### config.mk
export PLATFORM = sky130hd
export DESIGN_NAME = i2c_core
export DESIGN_NICKNAME = d
export VERILOG_FILES = /design/src/rtl/i2c_core.sv
export SDC_FILE = /design/constraint.sdc
export NUM_CORES = 1
export LEC_CHECK = 0
export CORE_MARGIN = 4
export CORE_UTILIZATION = 30
export DETAILED_ROUTE_END_ITERATION = 10
export GPL_TIMING_DRIVEN = 0
export PLACE_DENSITY_LB_ADDON = 0.08
export SLEW_MARGIN = 20
export SYNTH_ARGS = -nofsm -noshare
export SYNTH_HDL_FRONTEND = slang
export SYNTH_SLANG_ARGS = --single-unit
### constraint.sdc
create_clock -name I_clk -period 13.5 [get_ports I_clk]
set_input_delay 2.7 -clock I_clk [delete_from_list [all_inputs] [get_ports I_clk]]
set_output_delay 2.7 -clock I_clk [all_outputs]
set_load 0.01 [all_outputs]
### src/rtl/i2c_core.sv
`timescale 1ns/1ps
// I2C slave core: 7-bit address {I_myaddr,3'b100}, 15 general registers plus a
// read-only status register, register pointer shared between writes and reads.
module i2c_core (
    input  logic       I_clk,
    input  logic       I_rst,
    input  logic       I_scl,
    input  logic       I_sda,
    output logic       O_sda,
    output logic       OE_sda,
    input  logic [3:0] I_myaddr
);

    localparam logic [3:0] ST_IDLE      = 4'd0;
    localparam logic [3:0] ST_ADDR      = 4'd1;
    localparam logic [3:0] ST_ADDR_ACK  = 4'd2;
    localparam logic [3:0] ST_REG       = 4'd3;
    localparam logic [3:0] ST_WDATA     = 4'd4;
    localparam logic [3:0] ST_WACK      = 4'd5;
    localparam logic [3:0] ST_RDATA     = 4'd6;
    localparam logic [3:0] ST_RACK      = 4'd7;
    localparam logic [3:0] ST_WAIT_STOP = 4'd8;

    localparam logic [7:0] STATUS_PTR   = 8'h0F;

    logic [1:0]       scl_sync_q;
    logic [1:0]       sda_sync_q;
    logic             scl_prev_q;
    logic             sda_prev_q;
    logic             scl_s;
    logic             sda_s;
    logic             scl_rise_s;
    logic             scl_fall_s;
    logic             start_s;
    logic             stop_s;
    logic             mid_byte_s;

    logic [3:0]       state_q,   state_d;
    logic [2:0]       bit_cnt_q, bit_cnt_d;
    logic [7:0]       shift_q,   shift_d;
    logic             phase_q,   phase_d;
    logic             rw_q,      rw_d;
    logic [7:0]       ptr_q,     ptr_d;
    logic             eflag_q,   eflag_d;
    logic             oe_q,      oe_d;
    logic             osda_q,    osda_d;
    logic [14:0][7:0] regs_q;

    logic             we_s;
    logic             eflag_set_s;
    logic             eflag_clr_s;
    logic [7:0]       rx_byte_s;
    logic [7:0]       rd_val_s;
    logic             rd_oor_s;

    function automatic logic [7:0] read_value(input logic [7:0]       ptr,
                                              input logic [14:0][7:0] regs,
                                              input logic             eflag);
        logic [7:0] val;
        if (ptr < STATUS_PTR) begin
            val = regs[ptr[3:0]];
        end else if (ptr == STATUS_PTR) begin
            val = {7'd0, eflag};
        end else begin
            val = 8'h00;
        end
        return val;
    endfunction

    // Bus input synchronizers plus one delayed copy for edge detection
    always_ff @(posedge I_clk or posedge I_rst) begin
        if (I_rst) begin
            scl_sync_q <= 2'b11;
            sda_sync_q <= 2'b11;
            scl_prev_q <= 1'b1;
            sda_prev_q <= 1'b1;
        end else begin
            scl_sync_q <= {scl_sync_q[0], I_scl};
            sda_sync_q <= {sda_sync_q[0], I_sda};
            scl_prev_q <= scl_sync_q[1];
            sda_prev_q <= sda_sync_q[1];
        end
    end

    assign scl_s      = scl_sync_q[1];
    assign sda_s      = sda_sync_q[1];
    assign scl_rise_s = scl_s & ~scl_prev_q;
    assign scl_fall_s = ~scl_s & scl_prev_q;
    // START/STOP: SDA moving while SCL stays high across both samples
    assign start_s    = scl_s & scl_prev_q & sda_prev_q & ~sda_s;
    assign stop_s     = scl_s & scl_prev_q & ~sda_prev_q & sda_s;
    assign mid_byte_s = (state_q == ST_REG) || (state_q == ST_WDATA) ||
                        (state_q == ST_RDATA);

    assign rx_byte_s  = {shift_q[6:0], sda_s};
    assign rd_val_s   = read_value(ptr_q, regs_q, eflag_q);
    assign rd_oor_s   = (ptr_q > STATUS_PTR);

    // Protocol state machine and next-state for all control registers
    always_comb begin
        state_d     = state_q;
        bit_cnt_d   = bit_cnt_q;
        shift_d     = shift_q;
        phase_d     = phase_q;
        rw_d        = rw_q;
        ptr_d       = ptr_q;
        oe_d        = oe_q;
        osda_d      = osda_q;
        we_s        = 1'b0;
        eflag_set_s = 1'b0;
        eflag_clr_s = 1'b0;

        if (start_s || stop_s) begin
            state_d     = start_s ? ST_ADDR : ST_IDLE;
            bit_cnt_d   = 3'd0;
            phase_d     = 1'b0;
            oe_d        = 1'b0;
            osda_d      = 1'b1;
            eflag_set_s = mid_byte_s;
        end else begin
            case (state_q)
                ST_IDLE: begin
                    oe_d   = 1'b0;
                    osda_d = 1'b1;
                end
                ST_ADDR: begin
                    if (scl_rise_s) begin
                        shift_d   = rx_byte_s;
                        bit_cnt_d = bit_cnt_q + 3'd1;
                        if (bit_cnt_q == 3'd7) begin
                            rw_d    = rx_byte_s[0];
                            phase_d = 1'b0;
                            if (rx_byte_s[7:1] == {I_myaddr, 3'b100}) begin
                                state_d = ST_ADDR_ACK;
                            end else begin
                                state_d = ST_WAIT_STOP;
                            end
                        end else begin
                            state_d = ST_ADDR;
                        end
                    end else begin
                        state_d = ST_ADDR;
                    end
                end
                ST_ADDR_ACK: begin
                    if (scl_fall_s && !phase_q) begin
                        oe_d    = 1'b1;
                        osda_d  = 1'b0;
                        phase_d = 1'b1;
                    end else if (scl_fall_s) begin
                        phase_d   = 1'b0;
                        bit_cnt_d = 3'd0;
                        if (rw_q) begin
                            state_d     = ST_RDATA;
                            shift_d     = rd_val_s;
                            oe_d        = 1'b1;
                            osda_d      = rd_val_s[7];
                            eflag_set_s = rd_oor_s;
                        end else begin
                            state_d = ST_REG;
                            oe_d    = 1'b0;
                            osda_d  = 1'b1;
                        end
                    end else begin
                        state_d = ST_ADDR_ACK;
                    end
                end
                ST_REG, ST_WDATA: begin
                    if (scl_rise_s) begin
                        shift_d   = rx_byte_s;
                        bit_cnt_d = bit_cnt_q + 3'd1;
                        if (bit_cnt_q == 3'd7 && state_q == ST_REG) begin
                            ptr_d   = rx_byte_s;
                            state_d = ST_WDATA;
                        end else if (bit_cnt_q == 3'd7) begin
                            phase_d = 1'b0;
                            state_d = ST_WACK;
                        end else begin
                            state_d = state_q;
                        end
                    end else begin
                        state_d = state_q;
                    end
                end
                ST_WACK: begin
                    // Out-of-range pointer: no write, SDA left released, flag raised
                    if (scl_fall_s && !phase_q) begin
                        phase_d = 1'b1;
                        if (ptr_q < STATUS_PTR) begin
                            we_s   = 1'b1;
                            oe_d   = 1'b1;
                            osda_d = 1'b0;
                        end else begin
                            eflag_set_s = 1'b1;
                        end
                    end else if (scl_fall_s) begin
                        phase_d = 1'b0;
                        oe_d    = 1'b0;
                        osda_d  = 1'b1;
                        state_d = ST_WAIT_STOP;
                    end else begin
                        state_d = ST_WACK;
                    end
                end
                ST_RDATA: begin
                    if (scl_fall_s && bit_cnt_q == 3'd7) begin
                        bit_cnt_d   = 3'd0;
                        phase_d     = 1'b0;
                        oe_d        = 1'b0;
                        osda_d      = 1'b1;
                        state_d     = ST_RACK;
                        eflag_clr_s = (ptr_q == STATUS_PTR);
                    end else if (scl_fall_s) begin
                        bit_cnt_d = bit_cnt_q + 3'd1;
                        shift_d   = {shift_q[6:0], 1'b0};
                        osda_d    = shift_q[6];
                    end else begin
                        state_d = ST_RDATA;
                    end
                end
                ST_RACK: begin
                    // Master ACK reloads the same register; NACK ends the read
                    if (scl_rise_s && !phase_q) begin
                        if (sda_s) begin
                            state_d = ST_WAIT_STOP;
                        end else begin
                            phase_d = 1'b1;
                        end
                    end else if (scl_fall_s && phase_q) begin
                        phase_d     = 1'b0;
                        bit_cnt_d   = 3'd0;
                        state_d     = ST_RDATA;
                        shift_d     = rd_val_s;
                        oe_d        = 1'b1;
                        osda_d      = rd_val_s[7];
                        eflag_set_s = rd_oor_s;
                    end else begin
                        state_d = ST_RACK;
                    end
                end
                ST_WAIT_STOP: begin
                    oe_d   = 1'b0;
                    osda_d = 1'b1;
                end
                default: begin
                    state_d = ST_IDLE;
                    oe_d    = 1'b0;
                    osda_d  = 1'b1;
                end
            endcase
        end
    end

    // Error flag: a set request wins over a clear in the same cycle
    always_comb begin
        if (eflag_set_s) begin
            eflag_d = 1'b1;
        end else if (eflag_clr_s) begin
            eflag_d = 1'b0;
        end else begin
            eflag_d = eflag_q;
        end
    end

    // Control and output registers
    always_ff @(posedge I_clk or posedge I_rst) begin
        if (I_rst) begin
            state_q   <= ST_IDLE;
            bit_cnt_q <= 3'd0;
            shift_q   <= 8'h00;
            phase_q   <= 1'b0;
            rw_q      <= 1'b0;
            ptr_q     <= 8'h00;
            eflag_q   <= 1'b0;
            oe_q      <= 1'b0;
            osda_q    <= 1'b1;
        end else begin
            state_q   <= state_d;
            bit_cnt_q <= bit_cnt_d;
            shift_q   <= shift_d;
            phase_q   <= phase_d;
            rw_q      <= rw_d;
            ptr_q     <= ptr_d;
            eflag_q   <= eflag_d;
            oe_q      <= oe_d;
            osda_q    <= osda_d;
        end
    end

    // General register file, written with the received data byte at ACK time
    always_ff @(posedge I_clk or posedge I_rst) begin
        if (I_rst) begin
            regs_q <= '0;
        end else if (we_s) begin
            regs_q[ptr_q[3:0]] <= shift_q;
        end
    end

    assign O_sda  = osda_q;
    assign OE_sda = oe_q;

endmodule

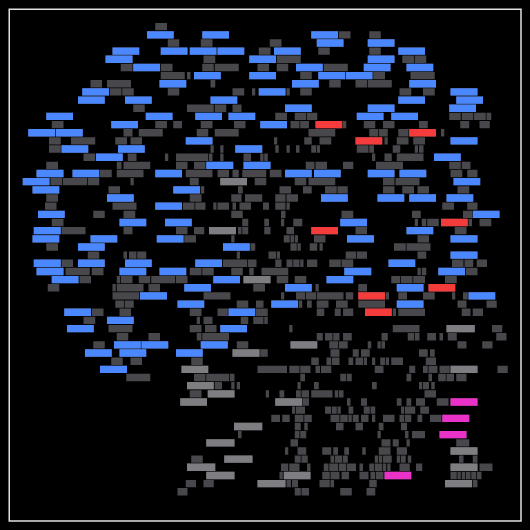
(run_1/registers.png)
Drawn at 3 px/um. Other sequential cells in the stronger gray, the rest of the logic in the fainter gray.
- magenta: state_q (placed flops 4; where bottom right)
- red: shift_q (placed flops 8)
- blue: regs_q (placed flops 120)

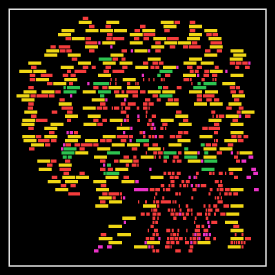
(run_1/cell_classes.png)
Drawn at 1.5 px/um.
- yellow: flops (cells 154; share of their area 45%)
- red: all other logic (cells 415; share of their area 45%)
- green: clock drivers and dummy loads (cells 31; share of their area 6.6%)
- magenta: other buffers and delay cells (cells 61; share of their area 3.8%)

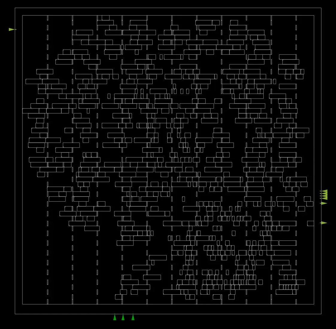
(run_1/final_placement.png)
Seq/total area: 43.0%
area of the core: 0.0260 mm^2
fillers: 2546

==> impl_metrics.ini, run 1 <==
; generated from flow reports
[run_status]
status = finished clean

[synthesis]
topCellsByArea = dfrtp_1 47%, mux2_2 19%, mux4_2 6.0%, mux2i_1 2.4%, dfstp_2 2.3%
netlist_instances = 620
top_area_share_pct = 46.7
ys_cells = 620
ff_type = dfrtp_1
synth_cell_types = 68
ys.flops = 154
syn-num-nets = 630
edf_count = 0

[global_route]
grt_pass1_wl_mm = 35.9
grt_overflow_total = 0
grt_antenna_before_repair = 1
grt_start_max_net_pins = 83
gr-usage-all-layers_pct = 16.6

[finish]
design_area_mm2 = 0.00899
register_area_mm2 = 0.00386
ff_count = 154
inverters = 8
layout_top_cells = 147 x dfrtp_1, 136 x mux2_2, 32 x clkbuf_1, 30 x nand2_1
lay_top_count = dfrtp_1
nNetsFinal = 659
nNonClkBuffers = 61
clock_buffers = 17
largest_class = flip-flops and latches
drive_gt1_share_pct = 33.7
synthToLayoutAreaGrowth_pct = 14.0
comb_share_pct = 42.1

[die]
well_tap_count = 335
die_h_um = 170
ioPinCount = 10
die_w_um = 170
dieArea_mm2 = 0.0289

[worst_hold_path]
hp-class = reg2reg
hold_depth = 0

[timing]
tns_ps = 0
final_max_slew_viol_count = 0
setup_ws_ps = 9320
finalClockPeriodUsage_pct = 30.9
setup_viol = 0
min_period_ps = 4180

[drt]
wirelength_mm = 23.0
remaining_drc_errors = 0
detail_route.wl_per_cell_um = 23.1
num_vias = 5225
first_pass_iters = 5

[clock_tree]
cts_buffer_depth = 2
cts_setup_buffers = 0
cts_tree = built
cts_sinks = 154
cts-buffers-inserted = 17
postCtsHoldBufs = 0
cts.clk_slew.worst_paths_ps = 70

[critical_path]
startpoint_type = register
startpoint = O_sda
critPathKind = reg2out
cp-end-kind = primary output
crit_path_max_fanout = 2
slowest_delay_ps = 530
crit_required_ps = 10800
crit_slowest_cell = dfstp_2
critPathArrivalTime_ps = 1480
cp_cell_sequence = clkdlybuf4s50_1

[power_and_ir_drop]
ir_drop_mv = 0.0823

[place]
dp_slack_ps = 9010

[job]
warnings = 26
-- run 1: sequential cells by signal, summed over array words and instances (netlist names) --
register,cells
shift_q,8
scl_prev_q,1
sda_sync_q,2
state_q,4
scl_sync_q,2
O_sda,1
rw_q,1
OE_sda,1
phase_q,1
regs_q,120
bit_cnt_q,3
eflag_q,1
ptr_q,8
sda_prev_q,1
-- run 1: worst paths after layout --
kind | end
setup / recovery | O_sda
hold / removal | scl_sync_q[1]
setup reg to reg | regs_q[48]
hold reg to reg | scl_sync_q[1]
max in group asynchronous | shift_q[2]
min in group asynchronous | phase_q
-- run 1: cells by family (layout without fill, tap and decap cells) --
logic type | Yosys count | after routing | synth area share, %
AND-OR/OR-AND | 96 | 96 | 8.86
XOR/XNOR | 6 | 6 | 0.667
adder cells (fa/ha/maj) | 2 | 2 | 0.317
buffers and inverters | 59 | 100 | 3.05
flip-flops | 154 | 154 | 49.0
multiplexers | 179 | 179 | 28.3
AND/OR/NAND/NOR | 124 | 124 | 9.86
-- run 1: worst register-to-register path, delay by kind of cell (launching register included) --
family | cells | cell delay (ps)
buffers and inverters | 2 | 940
DFF | 1 | 390
muxes | 1 | 420
and+or+nand+nor | 2 | 1150
-- run 1: power breakdown --
part	internal [uW]	total (uW)	switching (uW)	leakage, uW
sequential	468	472	3.83	0.00213
clock	257	465	208	0.000273
combinational	41.9	118	75.9	0.00152
total	767	1050	288	0.00392
-- run 1: layer usage --
metal / share of wire [%] / track usage (%)
met1: 49 / 24.4
met3: 3.6 / 3.11
met4: 0.77 / 3.13
met2: 47 / 25.8
met5: 0 / 0
==> inputs of run 2 (changes only) <==
==> constraint.sdc (replaced) <==
create_clock -name I_clk -period 3.5 [get_ports I_clk]
set_input_delay 0.7 -clock I_clk [delete_from_list [all_inputs] [get_ports I_clk]]
set_output_delay 0.7 -clock I_clk [all_outputs]
set_load 0.01 [all_outputs]
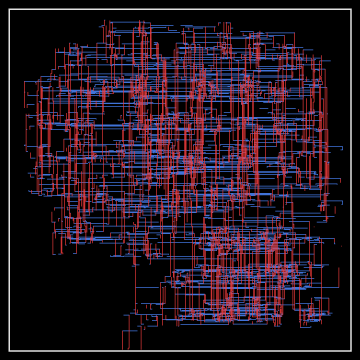
(run_2/metal_stack.png)
Drawn at 2 px/um. Two of the layers only.
- red: met2 (wire length 10700 um)
- blue: met1 (wire length 11500 um)

==> run 2 against run 1 <==
Effect of this change: sequential power grew to 3.9 times the previous value; critical path type is now reg2reg; routed wire length grew 2.7%; first-iteration DRC count shrank 0.63%; non-clock buffer count grew 4; sequential share of layout area shrank 0.46 points; die area is the same; clock skew shrank 7.9 ps; highest routed layer unchanged; cell area grew 1.1%; total power grew to 3.9 times the previous value; register-to-register slack lost 10000 ps; flip-flop count is the same.
==> impl_metrics.ini, run 2 <==
; generated from flow reports
[critical_path]
critPathArrivalTime_ps = 3390
startpoint_type = register
rrSetupSlack_ps = 420
critPathKind = reg2reg
crit_path_max_fanout = 8
crit_slowest_cell = nor3b_1
crit_path_end = regs_q[45]
path_delay_family = simple AND/OR/NAND/NOR gates
slowest_delay_ps = 610
crit_required_ps = 3810
reg2reg_to = regs_q[45]
cp-end-kind = register
rr_worst_depth = 5
cp_cell_sequence = nor3b_1, nand3_2, nor3b_1, nand2_1, mux2_2
startpoint = scl_prev_q

[die]
fp_util_pct = 30.3
die_w_um = 170
ioPinCount = 10
core_area_mm2 = 0.0260
dieArea_mm2 = 0.0289
die_h_um = 170

[drt]
drt_iter0_drc = 315
postRouteAntennaNets = 0
remaining_drc_errors = 0
num_vias = 5398
wirelength_mm = 23.6
detail_route.wl_per_cell_um = 23.5
viasPerCell = 5.39
first_pass_iters = 5
wl_met3_mm = 1.12
top_layer_used = met4
wl_met1_mm = 11.5
wl_met2_mm = 10.7

[synthesis]
topCellsByArea = dfrtp_1 47%, mux2_2 19%, mux4_2 6.0%, mux2i_1 2.4%, dfstp_2 2.3%
netlist_instances = 620
synth.avg_cell_area_um2 = 12.7
synth_cell_types = 68
edf_count = 0
ys.flops = 154
ff_type = dfrtp_1
ys_warn_count = 0
synth_seq_share_pct = 49.0
syn-num-nets = 630
top_area_share_pct = 46.7
ys_cells = 620

[power_and_ir_drop]
power_frac_seq_pct = 44.1
maxPowerGroup = the clock network
p_seq_uw = 1820
switchingPower_uw = 1140
p_comb_uw = 465
swShare_pct = 27.7
p_comb_share_pct = 11.3
ir_drop_mv = 0.284
power.share.clock_pct = 44.7
power_density_mw_per_mm2 = 454
p_int_uw = 2980
p_clk_uw = 1840

[run_status]
status = finished clean

[finish]
nFillCells = 2553
drive_gt1_share_pct = 34.2
largest_reg_flops = 120
final_util_pct = 35.0
regMostFlops = regs_q
largest_registers = regs_q (120), ptr_q (8), shift_q (8)
synthToLayoutAreaGrowth_pct = 15.3
layout_top_cells = 147 x dfrtp_1, 136 x mux2_2, 33 x clkbuf_1, 30 x nand2_1
finalNonFillerCells = 1002
nNetsFinal = 663
lay_top_count = dfrtp_1

[global_route]
grt_pass1_wl_mm = 36.6
gr-usage-all-layers_pct = 16.9
first_global_vias = 5679
met1_usage_pct = 24.9
grt_start_max_net_pins = 35
use_met2_pct = 25.7
grt_antenna_before_repair = 1
grt_overflow_total = 0
busiest_layer = met2
use_met3_pct = 3.39

[worst_hold_path]
hp-class = reg2reg

[clock_tree]
cts_setup_buffers = 0
postCtsHoldBufs = 0
root_buffer = clkbuf_16
cts.clk_slew.worst_paths_ps = 60
cts-buffers-inserted = 17
cts_sinks = 154
clk_latency_ps = 430
cts_buffer_depth = 2
cts_tree = built
htreeDepth = 4

[timing]
tns_ps = 0
tightest_slew_ps = 1020
finalClockPeriodUsage_pct = 88.0
min_period_ps = 3080
max_freq_mhz = 325
final_max_slew_viol_count = 0
grt_setup_unrepaired = false
finalHoldViolations = 0
setup_viol = 0

[place]
routabilityCongestion = 0.882
dpl.hpwl_mm = 16.2

[job]
warnings = 26
run 2: cell types whose count changed in the layout (fill, tap and decap cells not counted), sizes merged:
cell / previous run / this run
clkinv: 4 / 3
clkinvlp: 2 / 3
clkbuf: 49 / 50
diode: 0 / 1
buf: 20 / 24
run 2: logic make-up (layout without fill, tap and decap cells):
group / after synthesis / in the layout / synth area share [%]
other: 0 / 1 / 0
flip-flops: 154 / 154 / 49.0
multiplexers: 179 / 179 / 28.3
buffers and inverters: 59 / 105 / 3.05
AND/OR/NAND/NOR: 124 / 124 / 9.86
AND-OR/OR-AND: 96 / 96 / 8.86
adder cells (fa/ha/maj): 2 / 2 / 0.317
XOR/XNOR: 6 / 6 / 0.667
run 2: final cells by class:
class	count	area, um^2	area share [%]
diodes	1	2.50	0.0275
well taps	335	419	4.61
plain buffers	51	210	2.31
repair buffers	14	190	2.09
clock inverters	14	151	1.67
clock buffers	18	429	4.72
multi-input cells	407	3790	41.7
inverters	8	33.8	0.372
flip-flops and latches	154	3860	42.5
run 2: per-stage QoR:
| step | instance area (um^2) | worst slack, ps |
|---|---|---|
| 2_1_floorplan | 7890 | 861 |
| 3_3_place_gp | 8400 | -545 |
| 3_5_place_dp | 8500 | 423 |
| 4_1_cts | 9080 | 408 |
| 5_1_grt | 9080 | 287 |
| 6_report | 9090 | 420 |
run 2: how the worst min path moves through the flow:
stage,start,endpoint,slack [ps],cells past startpoint
final,scl_sync_q[0],scl_sync_q[1],360,0
after global routing,scl_sync_q[0],scl_sync_q[1],360,0
after CTS,scl_sync_q[0],scl_sync_q[1],360,0
after detailed placement,scl_sync_q[0],scl_sync_q[1],350,0
after global placement,scl_sync_q[0],scl_sync_q[1],350,0
after floorplan,scl_sync_q[0],scl_sync_q[1],350,0
==> inputs of run 3 (changes only) <==
--- a/config.mk
+++ b/config.mk
@@ -8,6 +8,7 @@
 export CORE_MARGIN = 4
 export CORE_UTILIZATION = 30
 export DETAILED_ROUTE_END_ITERATION = 10
+export GPL_ROUTABILITY_DRIVEN = 1
 export GPL_TIMING_DRIVEN = 0
 export PLACE_DENSITY_LB_ADDON = 0.08
 export SLEW_MARGIN = 20
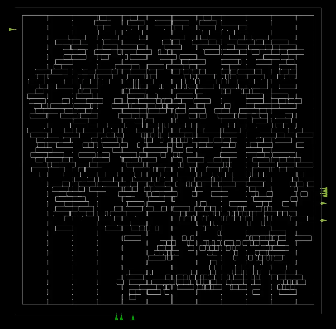
(run_3/final_placement.png)
fillers: 2553
Seq/total area: 42.5%
registers: 154
fin cells: 1002

==> run 3 against run 2 <==
Effect of this change: flip-flop count unchanged; sequential share of layout area unchanged; count of clock-buffer cells in the layout unchanged; hold slack unchanged; core utilization unchanged; total power unchanged; fmax unchanged; critical path type unchanged; largest power group unchanged.
==> impl_metrics.ini, run 3 <==
; generated from flow reports
[run_status]
status = finished clean

[die]
fp_util_pct = 30.3
die_w_um = 170
ioPinCount = 10

[clock_tree]
postCtsHoldBufs = 0
cts_tree = built
cts-buffers-inserted = 17
root_buffer = clkbuf_16
cts_sinks = 154
cts_setup_buffers = 0
htreeDepth = 4
clk_latency_ps = 430

[finish]
synthToLayoutAreaGrowth_pct = 15.3
regMostFlops = regs_q
layout_top_cells = 147 x dfrtp_1, 136 x mux2_2, 33 x clkbuf_1, 30 x nand2_1
largest_registers = regs_q (120), ptr_q (8), shift_q (8)
design_area_mm2 = 0.00909

[drt]
wirelength_mm = 23.6
viasPerCell = 5.39
detail_route.wl_per_cell_um = 23.5
first_pass_iters = 5
postRouteAntennaNets = 0
drt_iter0_drc = 315
num_vias = 5398
remaining_drc_errors = 0

[global_route]
grt_start_max_net_pins = 35
grt_pass1_wl_mm = 36.6
gr-usage-all-layers_pct = 16.9
grt_overflow_total = 0

[synthesis]
edf_count = 0
ys_warn_count = 0
synth_seq_share_pct = 49.0
ys.flops = 154
topCellsByArea = dfrtp_1 47%, mux2_2 19%, mux4_2 6.0%, mux2i_1 2.4%, dfstp_2 2.3%
syn-num-nets = 630
synth.avg_cell_area_um2 = 12.7
netlist_instances = 620
top_area_share_pct = 46.7
ff_type = dfrtp_1

[power_and_ir_drop]
power_density_mw_per_mm2 = 454
p_comb_share_pct = 11.3
swShare_pct = 27.7

[timing]
setup_viol = 0
setup_ws_ps = 420
tns_ps = 0
finalClockPeriodUsage_pct = 88.0
max_freq_mhz = 325
min_period_ps = 3080
tightest_slew_ps = 1020

[critical_path]
critPathKind = reg2reg
crit_path_max_fanout = 8
reg2reg_to = regs_q[45]
critPathArrivalTime_ps = 3390
rrSetupSlack_ps = 420
crit_required_ps = 3810
rr_worst_depth = 5

[job]
warnings = 26

[worst_hold_path]
min_to = scl_sync_q[1]

[place]
dp_slack_ps = 423
routabilityCongestion = 0.882
-- run 3: cell counts after synthesis --
No cell type changed its count.
-- run 3: layout make-up --
type	instances	area (um^2)
antenna	1	2.50
buffer	51	210
clock buffer	18	429
clock inverter	14	151
fill	2553	16900
inverter	8	33.8
multi-input combinational	407	3790
sequential	154	3860
tap	335	419
timing repair buffer	14	190
-- run 3: cells by family after synthesis --
kind of cell / after synthesis / share of synthesized area (%)
muxes: 179 / 28.3
DFF: 154 / 49.0
and+or+nand+nor: 124 / 9.86
AOI/OAI and AO/OA: 96 / 8.86
buffers and inverters: 59 / 3.05
xor gates and xnor gates: 6 / 0.667
adders and majority gates: 2 / 0.317
-- run 3: per-layer routing --
layer	global-route usage [%]	wire length [um]	vias to the layer above	part of all wire [%]
met3	3.39	1120	23	4.7
li1	-	-	2388	-
met1	24.9	11500	2858	49
met4	4.20	256	0	1.1
met5	0	0	-	0
met2	25.7	10700	129	45
-- run 3: power by group through the flow --
stage	clock [uW]	combinational (uW)	sequential, uW
final	1840	465	1820
after global routing	1980	509	1820
after CTS	1900	460	1820
after detailed placement	0	458	1850
after global placement	0	448	1850
after floorplan	0	303	1850
-- run 3: worst max path at each step --
stage	startpoint	end	slack (ps)	depth (start not counted)
2_1_floorplan	I_rst	OE_sda	860	1
3_3_place_gp	I_rst	regs_q[67]	-540	2
3_5_place_dp	ptr_q[1]	regs_q[52]	420	5
4_1_cts	ptr_q[1]	regs_q[52]	410	5
5_1_grt	ptr_q[1]	shift_q[6]	290	7
6_report	scl_prev_q	regs_q[45]	420	5
-- run 3: worst max-delay path: stages (launching register included) --
cell and delay (ps):
dfstp_2 550, nor3b_1 610, nand3_2 320, nor3b_1 570
nand2_1 490, mux2_2 420
Power figures rest on the tool's default switching activity, not on a simulated workload.
